### src/rtl/bus_cycle_scheduler.sv
// bus_cycle_scheduler
// Splits the 64 MHz system clock into 1 MHz PET CPU bus cycles and time-shares the RAM
// between the 6502 and a Wishbone requester. Wishbone gets fixed slots while phi2 is low
// (A and B), plus slot C in the phi2-high half when the CPU is halted.
//
// Ports:
//   clk_i         system clock
//   reset_i       synchronous, active-high reset
//   cpu_stop_i    halt request, sampled at the last counter value of each CPU cycle
//   wb_req_i      Wishbone request level, sampled only at slot starts
//   wb_ack_o      one-cycle pulse: Wishbone access complete
//   cpu_phi2_o    CPU phi2 clock
//   cpu_be_o      CPU bus enable (1 = CPU cycle running)
//   ram_owner_o   0 = CPU owns RAM, 1 = Wishbone
//   ram_strobe_o  one-cycle RAM access start strobe (either owner)
//   cpu_latch_o   one-cycle pulse: latch CPU read data
//   cycle_o       current position within the CPU cycle
module bus_cycle_scheduler #(
    parameter int unsigned CYCLES_PER_CPU    = 64,
    parameter int unsigned RAM_ACCESS_CYCLES = 5,
    parameter int unsigned SLOT_A_START      = 2,
    parameter int unsigned SLOT_B_START      = 16,
    parameter int unsigned SLOT_C_START      = 34,
    parameter int unsigned CPU_STROBE_CYCLE  = 40,
    parameter int unsigned CPU_LATCH_CYCLE   = 62
) (
    input  logic                              clk_i,
    input  logic                              reset_i,
    input  logic                              cpu_stop_i,
    input  logic                              wb_req_i,
    output logic                              wb_ack_o,
    output logic                              cpu_phi2_o,
    output logic                              cpu_be_o,
    output logic                              ram_owner_o,
    output logic                              ram_strobe_o,
    output logic                              cpu_latch_o,
    output logic [$clog2(CYCLES_PER_CPU)-1:0] cycle_o
);

    localparam int unsigned CntW = $clog2(CYCLES_PER_CPU);
    localparam int unsigned AccW = $clog2(RAM_ACCESS_CYCLES + 2);

    // Compare constants are truncated to the counter width.
    localparam logic [CntW-1:0] CntLast   = CntW'(CYCLES_PER_CPU - 1);
    localparam logic [CntW-1:0] CntHalf   = CntW'(CYCLES_PER_CPU / 2);
    localparam logic [CntW-1:0] SlotA     = CntW'(SLOT_A_START);
    localparam logic [CntW-1:0] SlotB     = CntW'(SLOT_B_START);
    localparam logic [CntW-1:0] SlotC     = CntW'(SLOT_C_START);
    localparam logic [CntW-1:0] CpuStrobe = CntW'(CPU_STROBE_CYCLE);
    localparam logic [CntW-1:0] CpuLatch  = CntW'(CPU_LATCH_CYCLE);
    localparam logic [AccW-1:0] AccLast   = AccW'(RAM_ACCESS_CYCLES);

    // Parameter legality
    if ((CYCLES_PER_CPU & (CYCLES_PER_CPU - 1)) != 0) begin : g_chk_pow2
        $error("CYCLES_PER_CPU must be a power of two");
    end
    if (SLOT_A_START + RAM_ACCESS_CYCLES + 2 >= SLOT_B_START) begin : g_chk_slot_a
        $error("slot A access overlaps slot B start");
    end
    if (SLOT_B_START + RAM_ACCESS_CYCLES + 2 >= CYCLES_PER_CPU / 2) begin : g_chk_slot_b
        $error("slot B access runs into the phi2-high half");
    end
    if (SLOT_C_START < CYCLES_PER_CPU / 2) begin : g_chk_slot_c_lo
        $error("slot C must start in the phi2-high half");
    end
    if (SLOT_C_START + RAM_ACCESS_CYCLES + 2 >= CPU_LATCH_CYCLE) begin : g_chk_slot_c_hi
        $error("slot C access runs into the CPU latch cycle");
    end

    typedef enum logic [1:0] {StIdle, StAccess, StAck} wb_state_e;

    logic [CntW-1:0] cnt_q, cnt_d;
    logic            run_q, run_d;
    wb_state_e       state_q, state_d;
    logic [AccW-1:0] acc_q, acc_d;
    logic            slot_start;

    always_ff @(posedge clk_i) begin
        if (reset_i) begin
            cnt_q   <= '0;
            run_q   <= 1'b0;
            state_q <= StIdle;
            acc_q   <= '0;
        end else begin
            cnt_q   <= cnt_d;
            run_q   <= run_d;
            state_q <= state_d;
            acc_q   <= acc_d;
        end
    end

    // Counter wraps naturally because CYCLES_PER_CPU is a power of two.
    assign cnt_d = cnt_q + CntW'(1);
    // Run flag only changes at the period boundary, so phi2 is never truncated.
    assign run_d = (cnt_q == CntLast) ? ~cpu_stop_i : run_q;

    // Slot C is only offered while the CPU is halted; its window overlaps the CPU access.
    assign slot_start = (cnt_q == SlotA) || (cnt_q == SlotB) || (!run_q && (cnt_q == SlotC));

    always_comb begin
        state_d = state_q;
        acc_d   = acc_q;
        unique case (state_q)
            StIdle: begin
                if (slot_start && wb_req_i) begin
                    state_d = StAccess;
                    acc_d   = '0;
                end
            end
            StAccess: begin
                // acc_q counts RAM_ACCESS_CYCLES+1 clocks of ownership before the ack clock.
                if (acc_q == AccLast) begin
                    state_d = StAck;
                end else begin
                    acc_d = acc_q + AccW'(1);
                end
            end
            StAck: begin
                state_d = StIdle;
            end
            default: begin
                state_d = StIdle;
            end
        endcase
    end

    always_comb begin
        wb_ack_o     = 1'b0;
        cpu_phi2_o   = 1'b0;
        cpu_be_o     = 1'b0;
        ram_owner_o  = 1'b0;
        ram_strobe_o = 1'b0;
        cpu_latch_o  = 1'b0;

        cpu_be_o     = run_q;
        cpu_phi2_o   = run_q && (cnt_q >= CntHalf);
        cpu_latch_o  = run_q && (cnt_q == CpuLatch);
        ram_owner_o  = (state_q != StIdle);
        wb_ack_o     = (state_q == StAck);
        ram_strobe_o = ((state_q == StAccess) && (acc_q == '0))
                     || (run_q && (cnt_q == CpuStrobe));
    end

    assign cycle_o = cnt_q;

endmodule
### config.mk
export PLATFORM = sky130hd
export DESIGN_NAME = bus_cycle_scheduler
export DESIGN_NICKNAME = d
export VERILOG_FILES = /design/src/rtl/bus_cycle_scheduler.sv
export SDC_FILE = /design/constraint.sdc
export NUM_CORES = 1
export LEC_CHECK = 0
export ABC_AREA = 1
export CAP_MARGIN = 20
export CORE_AREA = 2 2 39 41
export CTS_BUF_LIST = sky130_fd_sc_hd__clkbuf_8
export DETAILED_ROUTE_END_ITERATION = 8
export DIE_AREA = 0 0 41 43
export DONT_BUFFER_PORTS = 1
export PLACE_DENSITY_LB_ADDON = 0.25
export SLEW_MARGIN = 20
export SYNTH_ARGS = -nofsm -noshare
export SYNTH_HDL_FRONTEND = slang
export SYNTH_SLANG_ARGS = --single-unit
export TNS_END_PERCENT = 100
### constraint.sdc
create_clock -name clk_i -period 1.4 [get_ports clk_i]
set_clock_uncertainty 0.2 [all_clocks]
set_input_delay 0.28 -clock clk_i [delete_from_list [all_inputs] [get_ports clk_i]]
set_output_delay 0.28 -clock clk_i [all_outputs]
set_load 0.005 [all_outputs]
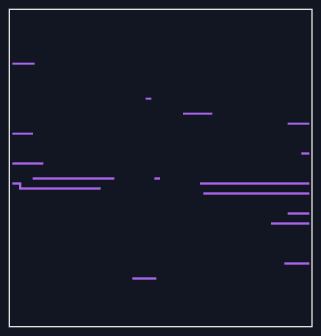
Figure 1: run 1, M3 wires.
wire length on this layer	82.5 um
share of all routed wire	6.1%
longest straight run	14.6 um
main direction	horizontal

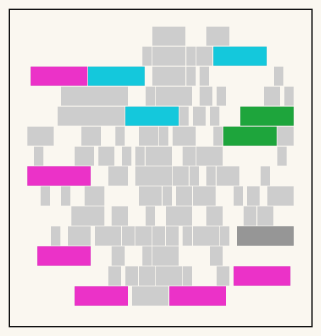
Figure 2: run 1, sequential cells grouped by signal name.
Other sequential cells in the stronger gray, the rest of the logic in the fainter gray.
color	signal	flops
green	`state_q`	2
magenta	`cycle_o`	6
cyan	`acc_q`	3
not colored	1

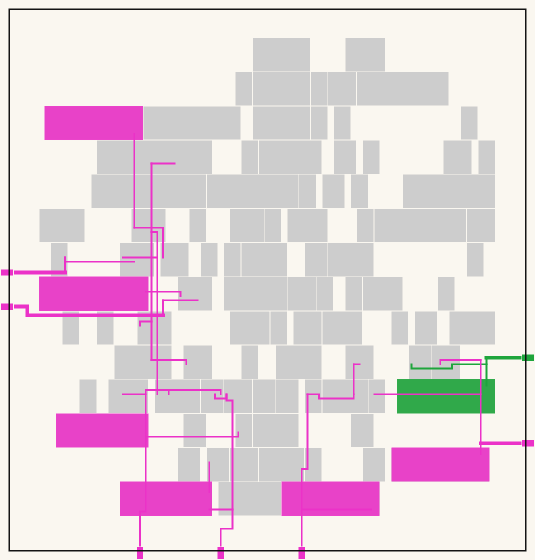
Figure 3: run 1, nets reached from selected ports.
color	port	bits	direction	edge	end cells	buffers	wire
green	`cpu_be_o`	1	output	right	1	0	11.5 um
magenta	`cycle_o`	6	output	3 bottom, 2 left, 1 right	6	3	177 um
number of primary I/O pins: 16
total of buffers placed on input and output ports: 0

-- run 1: cells by family (layout without fill, tap and decap cells) --
family,Yosys count,after routing,synth area share (%)
AND-OR/OR-AND,13,13,10.7
AND/OR/NAND/NOR,38,38,28.3
buffers and inverters,15,24,8.98
adder cells (fa/ha/maj),6,6,11.7
XOR/XNOR,2,2,2.73
flip-flops,12,12,37.5
-- run 1: power by group through the flow --
stage / logic [mW] / registers [mW] / clock network (mW)
after floorplan: 0.0667 / 0.380 / 0
after global placement: 0.0876 / 0.381 / 0
after detailed placement: 0.0884 / 0.381 / 0
after CTS: 0.116 / 0.375 / 0.318
after global routing: 0.149 / 0.381 / 0.329
final: 0.130 / 0.379 / 0.313
-- run 1: layer usage --
layer / part of all wire [%] / wire length (um) / global-route usage, %
met1: 44 / 594 / 20.7
met2: 47 / 632 / 25.6
met3: 6.1 / 82 / 6.81
met4: 3.0 / 41 / 14.0
met5: 0 / 0 / 0
-- run 1: cell usage after synthesis, drive strengths merged --
library cell | n | share of area (%)
nand4 | 2 | 2.0
ha | 6 | 12
nor2 | 13 | 8.0
inv | 14 | 8.2
a21oi | 8 | 6.8
xnor2 | 2 | 2.7
clkinv | 1 | 0.78
nand3b | 1 | 1.2
dfxtp | 12 | 37
nand3 | 7 | 6.3
nor3 | 3 | 3.1
nand2 | 12 | 7.8
o21ai | 5 | 3.9
-- run 1: stage by stage --
stage	setup slack, ns	area [um2]	setup TNS (ns)	hold slack, ns	utilization [%]
final	-0.122	838	-0.268	0.105	60.6
after global routing	-0.175	838	-0.668	0.140	60.6
after CTS	-0.154	798	-0.345	0.110	57.7
after detailed placement	-0.0234	677	-0.0733	0.142	48.9
after global placement	0.00268	677	0	0.141	48.9
after floorplan	0.0355	642	0	0.139	-
-- run 1: area by class of cell --
cell class | instances | share of cell area, %
flip-flops and latches | 12 | 29.9
inverters | 15 | 7.46
multi-input cells | 59 | 49.4
repair buffers | 6 | 5.97
clock buffers | 3 | 4.93
well taps | 16 | 2.39
-- run 1: state kept, by name (all words and copies together), names as in the netlist --
register	cells
acc_q	3
cpu_be_o	1
cycle_o	6
state_q	2
-- run 1: path summary, 6_finish.rpt --
| path | slack (ns) | from | cells after the start | endpoint |
|---|---|---|---|---|
| setup / recovery | -0.12 | cycle_o[1]$_SDFF_PP0_ | 4 | ram_strobe_o |
| hold / removal | 0.11 | reset_i | 3 | acc_q[0]$_SDFFE_PP0P_ |
| setup reg to reg | -0.08 | cycle_o[1]$_SDFF_PP0_ | 6 | cpu_be_o$_SDFFE_PP0N_ |
| hold reg to reg | 0.32 | acc_q[1]$_SDFFE_PP0P_ | 2 | acc_q[1]$_SDFFE_PP0P_ |
-- run 1: critical path, cell delays in order, from the launching register on --
cell	delay, ns
dfxtp_4	0.36
inv_4	0.06
ha_4	0.12
nand4_1	0.10
o21ai_2	0.16
-- run 1: timing repair --
item | 4_1_cts | 5_1_grt
setup buffers | 2 | 0
gates resized | 15 | 16
hold buffers | 2 | 0
pin swaps | 5 | 8
endpoints found under the setup margin | 5 | 8
hold endpoints to repair | 6 | 0
cloned | 0 | 0
==> run summary, run 1 <==
run metrics: number of endpoints failing setup at the final stage 3, worst ir drop on vdd between 0.5 and 0.6 mV, Placed Instances ~100, GRT Resource Usage Total roughly 18%, min cycle time layout approximately 1.5 ns, transition time at the pin with the least slew margin ~0.24 ns, DRC violation total after the first TritonRoute iteration 12, Leakage around 0.36 nW, highest clock rate 0.657 GHz, number of pins with negative max-slew slack in the final report 0, effective utilization at floorplan 46.3%, post-synthesis to final-layout area growth 30.9%, clock tree from TritonCTS done, Gate power share ~16%, cell area after synthesis roughly 640 um2, count of different cell masters after synthesis 19, total DRC errors in the routed layout 0, Mapped Cells 86, data arrival time of the critical path 1.04 ns, Core Box Area 1380 um2, internal power of the cells slightly above 0.6 mW, maximum fanout along the worst path 4, routed length per placed instance roughly 12 um, clock-pin slew of the registers on the worst-case setup and hold paths approximately 0.050 ns, Clk network pwr share 38.1%, Clk Latency, worst-skew pair between 0.2 and 0.25 ns, final weighted congestion in routability-driven placement 0.729, most frequently placed logic cells in the final layout 10 x nor2_1, 8 x inv_1, 8 x nand2_1, number of buffers created by CTS 3, post-synthesis cell count from yosys about 86, sinks on the clock net 12, Worst setup SP type flop, maximum clock path buffer count 2, Comb area about 410 um2, final critical-path share of the clock period 109%, global-route wire length before repair ~2.1 mm, total power density per cell area between 900 and 1000 nW/um2, routed via count divided by cell count around 5, number of standard-cell rows in the floorplan 14, Setup Crit Path Kind reg -> out, register bit total from synthesis 12, total power between 0.8 and 0.9 mW, number of vias after detailed routing 557, number of warnings in the stage logs 32, worst min-delay path category in -> reg, switching part of the total power 25.8%, register share after synthesis 37.5%, vias in the first global route 542, width of the die about 41 um, RSZ-0062 raised after global routing yes, Post-Layout Cell Count 111, highest-count logic cell in the final layout nor2_1, FILL cells 131, warnings from Yosys 0, endpoint kind of the worst setup timing path output pin, count of endpoints failing hold in the final timing report 0, DPL Wire Length 915 um, Routed WL ~1.3 mm, share of final-layout standard cells stronger than drive strength 1 between 40% and 50%, result of the run complete, but fails checks, average size of a mapped cell around 7.4 um2, antenna cells 0, Slew Limit Headroom between 80 and 90%, violations in the final reports setup timing, CTS root buf clkbuf_8, worst setup margin -0.122 ns, antenna violation net count after detailed routing 0, count of max-cap constraint violations 0, Mapped Nets around 96, required time reported for the critical path endpoint 0.92 ns, Die Y-Extent ~43 um, net switching power figure 0.212 mW, number of H-tree levels 1, number of antenna violations at the first check in global routing 0, net total in the final layout between 100 and 150, sequential power share 46.1%, chip area about 1800 um2, maximum number of pins on one net before global-route repair 9, post-synth area from yosys stat between 600 and 700 um2, 1st-pass router iterations 4, Register Area between 200 and 300 um2, Congestion Overflow GR 0
Figure 4. Wire density map (run 1).
8 x 9 tiles, from black (low) to pale yellow (high), scaled to the fullest tile. Values are wire area over tile area, all layers added.
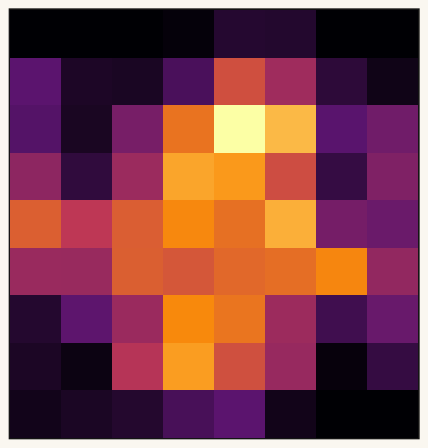

==> run 2: changes to the inputs <==
==> constraint.sdc (replaced) <==
create_clock -name clk_i -period 1.57 [get_ports clk_i]
set_clock_uncertainty 0.2 [all_clocks]
set_input_delay 0.314 -clock clk_i [delete_from_list [all_inputs] [get_ports clk_i]]
set_output_delay 0.314 -clock clk_i [all_outputs]
set_load 0.005 [all_outputs]
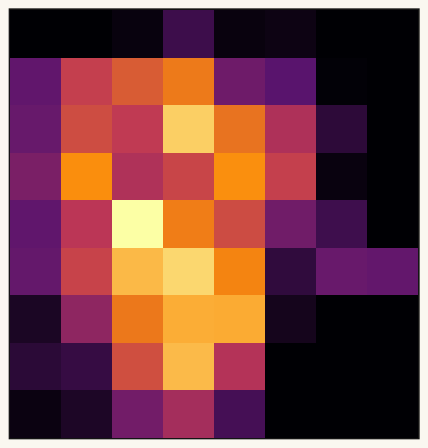
Figure 5: run 2, wire density map.
8 x 9 tiles, from black (low) to pale yellow (high), scaled to the fullest tile. Values are wire area over tile area, all layers added.
nearly empty tiles	24%
densest ninth of the die	middle
fullest tile	0.36
mean over tiles	0.12
emptiest ninth of the die	bottom right
tiles over half the peak	32%

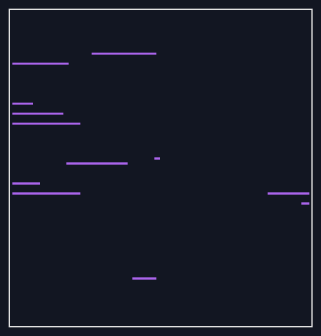
Figure 6: run 2, M3 wires.
longest straight run	9.00 um
share of all routed wire	5.0%
nets with wire on the layer	9
main direction	horizontal
wire length on this layer	64.0 um
Routed WL: 1.28 mm
number of vias after detailed routing: 572
met3 GRT Util: 6.28%

==> run summary, run 2 <==
run metrics: data arrival time of the critical path 1.07 ns (was 1.04 ns), count of endpoints failing hold in the final timing report 0 (unchanged), cell area after synthesis 641 um2 (unchanged), number of primary I/O pins 16 (unchanged), Setup Crit Path Kind reg -> out (unchanged), violations in the final reports setup timing (unchanged), sequential power share 47.3% (was 46.1%), DRC violation total after the first TritonRoute iteration 9 (was 12), sinks on the clock net 12 (unchanged), critical path launch point cycle_o[0]$_SDFF_PP0_ (was cycle_o[1]$_SDFF_PP0_), post-synth area from yosys stat 641 um2 (unchanged), Post-Layout Cell Count 109 (was 111), FILL cells 119 (was 131), Congestion Overflow GR 0 (unchanged), Placed Instances 103 (was 104), main flop type dfxtp_1 (unchanged), Mapped Cells 86 (unchanged), min cycle time layout about 1.6 ns, reg2reg start cycle_o[1]$_SDFF_PP0_ (unchanged), number of enable-type register cells in the synthesized netlist 0 (unchanged), number of standard-cell rows in the floorplan 14 (unchanged), Worst setup SP type flop (unchanged), Clk network pwr share 38.7% (was 38.1%), total power density per cell area 874 nW/um2 (was 980 nW/um2), required time reported for the critical path endpoint 1.06 ns (was 0.92 ns), final critical-path share of the clock period 101%, DPL Wire Length 956 um (was 915 um), chip area 1760 um2 (unchanged), antenna violation net count after detailed routing 0 (unchanged), warnings from Yosys 0 (unchanged), most frequently placed logic cells in the final layout 12 x nor2_1, 8 x inv_1, 8 x nand2_1 (was 10 x nor2_1, 8 x inv_1, 8 x nand2_1), Die Y-Extent 43 um (unchanged), highest clock rate between 0.6 and 0.7 GHz, antenna cells 0 (unchanged), average size of a mapped cell 7.45 um2 (unchanged), worst min-delay path category in -> reg (unchanged), routed length per placed instance 11.7 um (was 12.2 um), critical hold path startpoint reset_i (unchanged), number of endpoints failing setup at the final stage 1 (was 3), maximum clock path buffer count 2 (unchanged), Gate power share 13.9% (was 15.8%), share of final-layout standard cells stronger than drive strength 1 35.5% (was 42.1%), Core Box Area 1380 um2 (unchanged), largest cells by area after synthesis dfxtp_1 38%, ha_1 12%, inv_1 7.0% (unchanged), result of the run complete, but fails checks (unchanged), number of flip-flops under the largest register name 6 (unchanged), Leakage 0.355 nW (was 0.360 nW), total DRC errors in the routed layout 0 (unchanged), Slew Limit Headroom 81.9% (was 84.1%), Synth top area share 37.5% (unchanged), Clk Latency, worst-skew pair 0.24 ns (about the same), 1st-pass router iterations 2 (was 4), Mapped Nets 96 (unchanged), proportion of synthesized flip-flops having asynchronous set or reset 0% (unchanged), worst setup margin -0.0107 ns (was -0.122 ns), number of antenna violations at the first check in global routing 0 (unchanged), RSZ-0062 raised after global routing yes (unchanged), Finished Cell Area 815 um2 (was 838 um2), post-synthesis cell count from yosys 86 (unchanged), clock-pin slew of the registers on the worst-case setup and hold paths 0.05 ns (about the same), top cell type by total area after synthesis dfxtp_1 (unchanged)
[run 2: cell counts after synthesis]
No cell type changed its count.
[run 2: cell type report]
cell class              instances  area, um2  area share [%]
repair buffers                  4       35.0            4.30
flip-flops and latches         12        254            31.2
inverters                      15       60.1            7.37
well taps                      16       20.0            2.46
clock buffers                   3       41.3            5.07
multi-input cells              59        404            49.6
[run 2: metal layers]
| layer | global-route usage, % | part of all wire, % | vias up |
|---|---|---|---|
| li1 | - | - | 292 |
| met3 | 6.28 | 4.9 | 5 |
| met2 | 25.6 | 47 | 11 |
| met4 | 14.0 | 3.4 | 0 |
| met5 | 0 | 0 | - |
| met1 | 24.3 | 45 | 264 |
[run 2: what timing repair did]
action | CTS | global route
setup buffers | 1 | 0
endpoints found under the hold margin | 6 | 0
setup endpoints to repair | 2 | 5
gates resized | 11 | 17
pin swaps | 3 | 5
hold buffers | 2 | 0
[run 2: worst paths after layout]
kind         slack, ns               endpoint  depth (start not counted)
max              -0.01            cpu_latch_o                          4
min               0.12  acc_q[0]$_SDFFE_PP0P_                          3
max reg2reg       0.06  acc_q[0]$_SDFFE_PP0P_                          9
min reg2reg       0.24  cycle_o[0]$_SDFF_PP0_                          1
[run 2: metrics by stage]
step | power, mW | setup TNS (ns)
2_1_floorplan | 0.398 | 0
3_3_place_gp | 0.414 | 0
3_5_place_dp | 0.415 | 0
4_1_cts | 0.713 | -0.0354
5_1_grt | 0.741 | -0.145
6_report | 0.712 | -0.0107
[run 2: critical path, stage by stage, from the launching register on]
cell and delay, ns:
dfxtp_4 0.35, inv_4 0.07, ha_4 0.13, nand3_2 0.06, nor3_2 0.22
[run 2: cells by family after synthesis]
| kind of cell | after synthesis | share of synthesized area [%] |
|---|---|---|
| compound gates | 13 | 10.7 |
| xor+xnor | 2 | 2.73 |
| fa+ha+maj | 6 | 11.7 |
| buf+inv | 15 | 8.98 |
| flops | 12 | 37.5 |
| simple gates | 38 | 28.3 |
[run 2: power by group through the flow]
stage               Clock, mW  Sequential (mW)  Combinational (mW)
finish                  0.276            0.337              0.0992
global placement            0            0.340              0.0738
CTS                     0.286            0.335              0.0918
detailed placement          0            0.340              0.0748
floorplan                   0            0.338              0.0595
global route            0.291            0.339               0.111
Figure 7. Nets reached from selected ports (run 2).
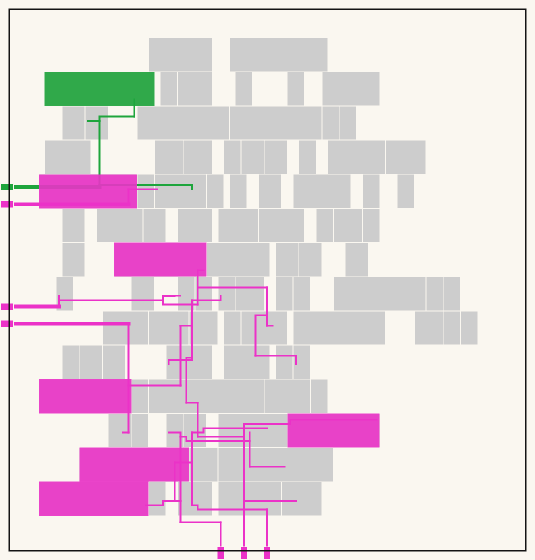

==> run 3: changes to the inputs <==
--- a/config.mk
+++ b/config.mk
@@ -7,10 +7,10 @@
 export LEC_CHECK = 0
 export ABC_AREA = 1
 export CAP_MARGIN = 20
-export CORE_AREA = 2 2 39 41
+export CORE_MARGIN = 2
+export CORE_UTILIZATION = 45
 export CTS_BUF_LIST = sky130_fd_sc_hd__clkbuf_8
 export DETAILED_ROUTE_END_ITERATION = 8
-export DIE_AREA = 0 0 41 43
 export DONT_BUFFER_PORTS = 1
 export PLACE_DENSITY_LB_ADDON = 0.25
 export SLEW_MARGIN = 20
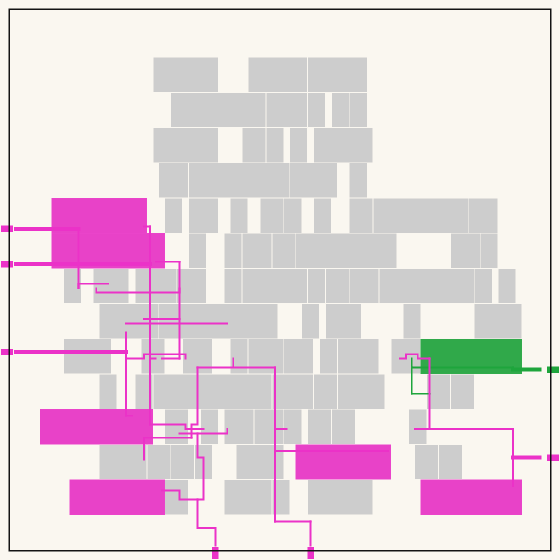
Figure 8: run 3, nets reached from selected ports.
color	port	bits	direction	edge	end cells	buffers	wire
magenta	`cycle_o`	6	output	3 left, 2 bottom, 1 right	6	1	177 um
green	`cpu_be_o`	1	output	right	1	0	14.2 um

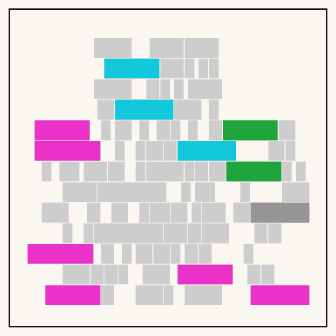
Figure 9: run 3, sequential cells grouped by signal name.
Other sequential cells in the stronger gray, the rest of the logic in the fainter gray.
color	signal	flops
magenta	`cycle_o`	6
green	`state_q`	2
cyan	`acc_q`	3
not colored	1

==> run summary, run 3 <==
run metrics: clock-pin slew of the registers on the worst-case setup and hold paths 0.05 ns (about the same), critical hold path startpoint reset_i (unchanged), Register Area 253 um2 (was 254 um2), proportion of synthesized flip-flops having asynchronous set or reset 0% (unchanged), width of the die 41.7 um (was 41 um), Placed Instances 102 (was 103), Setup Crit Path Kind reg -> out (unchanged), Synth top cells by count 12 x dfxtp_1, 12 x inv_1, 12 x nor2_1 (unchanged), total power 0.788 mW (was 0.712 mW), effective utilization at floorplan 48.6% (was 46.3%), DRC violation total after the first TritonRoute iteration 12 (was 9), maximum clock path buffer count 2 (unchanged), final weighted congestion in routability-driven placement 0.783 (was 0.842), Mapped Cells 86 (unchanged), Congestion Overflow GR 0 (unchanged), number of standard-cell rows in the floorplan 13 (was 14), hold slack 0.131 ns (was 0.121 ns), sinks on the clock net 12 (unchanged), end point of the most critical hold path acc_q[0]$_SDFFE_PP0P_ (unchanged), transition time at the pin with the least slew margin 0.254 ns (was 0.271 ns), GRT Resource Usage Total 17.6% (was 19.1%), count of different cell masters after synthesis 19 (unchanged), post-synth area from yosys stat 641 um2 (unchanged), Worst setup SP type flop (unchanged), number of primary I/O pins 16 (unchanged), number of buffers created by CTS 3 (unchanged), Die Y-Extent 41.7 um (was 43 um), violations in the final reports setup timing (unchanged), routed length per placed instance 12.4 um (was 11.7 um), worst ir drop on vdd 0.539 mV (was 0.635 mV), main flop type dfxtp_1 (unchanged), antenna cells 0 (unchanged), largest cells by area after synthesis dfxtp_1 38%, ha_1 12%, inv_1 7.0% (unchanged), count of endpoints failing hold in the final timing report 0 (unchanged), average size of a mapped cell 7.45 um2 (unchanged), Synth top area share 37.5% (unchanged), share of final-layout standard cells stronger than drive strength 1 38.3% (was 35.5%), highest clock rate 0.628 GHz (was 0.633 GHz), warnings from Yosys 0 (unchanged), Clk Latency, worst-skew pair 0.25 ns (was 0.24 ns), number of vias after detailed routing 581 (was 572), 1st-pass router iterations 4 (was 2), FILL cells 111 (was 119), final core utilization 62.5% (was 58.9%), most frequently placed logic cells in the final layout 10 x nor2_1, 8 x inv_1, 7 x nand2_1, 7 x a21oi_1, 6 x dfxtp_1 (was 12 x nor2_1, 8 x inv_1, 8 x nand2_1), final critical-path share of the clock period 101% (about the same), endpoint kind of the worst setup timing path output pin (unchanged), Mapped Nets 96 (unchanged), Routed WL 1.35 mm (was 1.28 mm), post-synthesis cell count from yosys 86 (unchanged), count of max-cap constraint violations 0 (unchanged), Global Route met1 Usage 20.2% (was 24.3%), CTS root buf clkbuf_8 (unchanged), hold path depth 3 (unchanged), Slew Limit Headroom 83.0% (was 81.9%), total power density per cell area 957 nW/um2 (was 874 nW/um2), Finished Cell Area 823 um2 (was 815 um2), data arrival time of the critical path 1.08 ns (was 1.07 ns), worst setup margin -0.0222 ns (was -0.0107 ns), maximum number of pins on one net before global-route repair 9 (unchanged), total of buffers placed on input and output ports 0 (unchanged), reg-to-reg slack, setup 0.05 ns (was 0.06 ns), reg2reg start cycle_o[1]$_SDFF_PP0_ (unchanged), number of H-tree levels 1 (unchanged), register bit total from synthesis 12 (unchanged), maximum fanout along the worst path 4 (was 3), number of endpoints failing setup at the final stage 2 (was 1), top cell type by total area after synthesis dfxtp_1 (unchanged), result of the run complete, but fails checks (unchanged), Core Box Area 1320 um2 (was 1380 um2), min cycle time layout 1.59 ns (was 1.58 ns), Leakage 0.352 nW (was 0.355 nW), met3 GRT Util 6.52% (was 6.28%), routed via count divided by cell count 5.33 (was 5.25), number of flip-flops under the largest register name 6 (unchanged)
==> run 3: power by group <==
part	switching, mW	internal (mW)
combinational	0.0562	0.0458
clock	0.125	0.222
sequential	0.0197	0.319
total	0.201	0.587
==> run 3: timing repair <==
item | 4_1_cts | 5_1_grt
setup buffers | 1 | 0
endpoints found under the hold margin | 6 | 0
pin swaps | 2 | 9
setup endpoints to repair | 2 | 3
hold buffers | 2 | 0
gates resized | 13 | 15
==> run 3: worst max path at each step <==
stage                               start               endpoint  slack [ns]  cells past startpoint
floorplan           cycle_o[0]$_SDFF_PP0_  acc_q[1]$_SDFFE_PP0P_        0.17                      8
global placement    cycle_o[1]$_SDFF_PP0_  acc_q[2]$_SDFFE_PP0P_        0.12                      8
detailed placement  cycle_o[1]$_SDFF_PP0_  acc_q[0]$_SDFFE_PP0P_        0.09                      8
CTS                 cycle_o[1]$_SDFF_PP0_           ram_strobe_o      -0.007                      4
global route        cycle_o[5]$_SDFF_PP0_            cpu_latch_o       -0.07                      4
finish              cycle_o[0]$_SDFF_PP0_            cpu_latch_o       -0.02                      4
==> run 3: cell type report <==
class / count / share of cell area (%)
Tap cell: 15 / 2.28
Inverter: 15 / 7.60
Multi-Input combinational cell: 59 / 48.5
Sequential cell: 12 / 30.7
Clock buffer: 4 / 6.69
Timing Repair Buffer: 4 / 4.26
==> run 3: critical path: stages (launching register included) <==
cell and delay [ns]:
dfxtp_4 0.36, inv_4 0.07, ha_4 0.13, nand3_2 0.06, nor3_2 0.21
==> run 3: per-layer routing <==
layer | share of wire (%) | wire length (um)
met3 | 5.7 | 77
met5 | 0 | 0
met1 | 47 | 638
met4 | 2.7 | 36
met2 | 44 | 594
==> run 3: cells by family (layout without fill, tap and decap cells) <==
group | count (synthesis) | in the layout | share of synthesized area [%]
and+or+nand+nor | 38 | 38 | 28.3
buffers and inverters | 15 | 23 | 8.98
AOI/OAI and AO/OA | 13 | 13 | 10.7
DFF | 12 | 12 | 37.5
adders and majority gates | 6 | 6 | 11.7
xor gates and xnor gates | 2 | 2 | 2.73
No activity file was given, so power comes from the tool's default toggle rates.
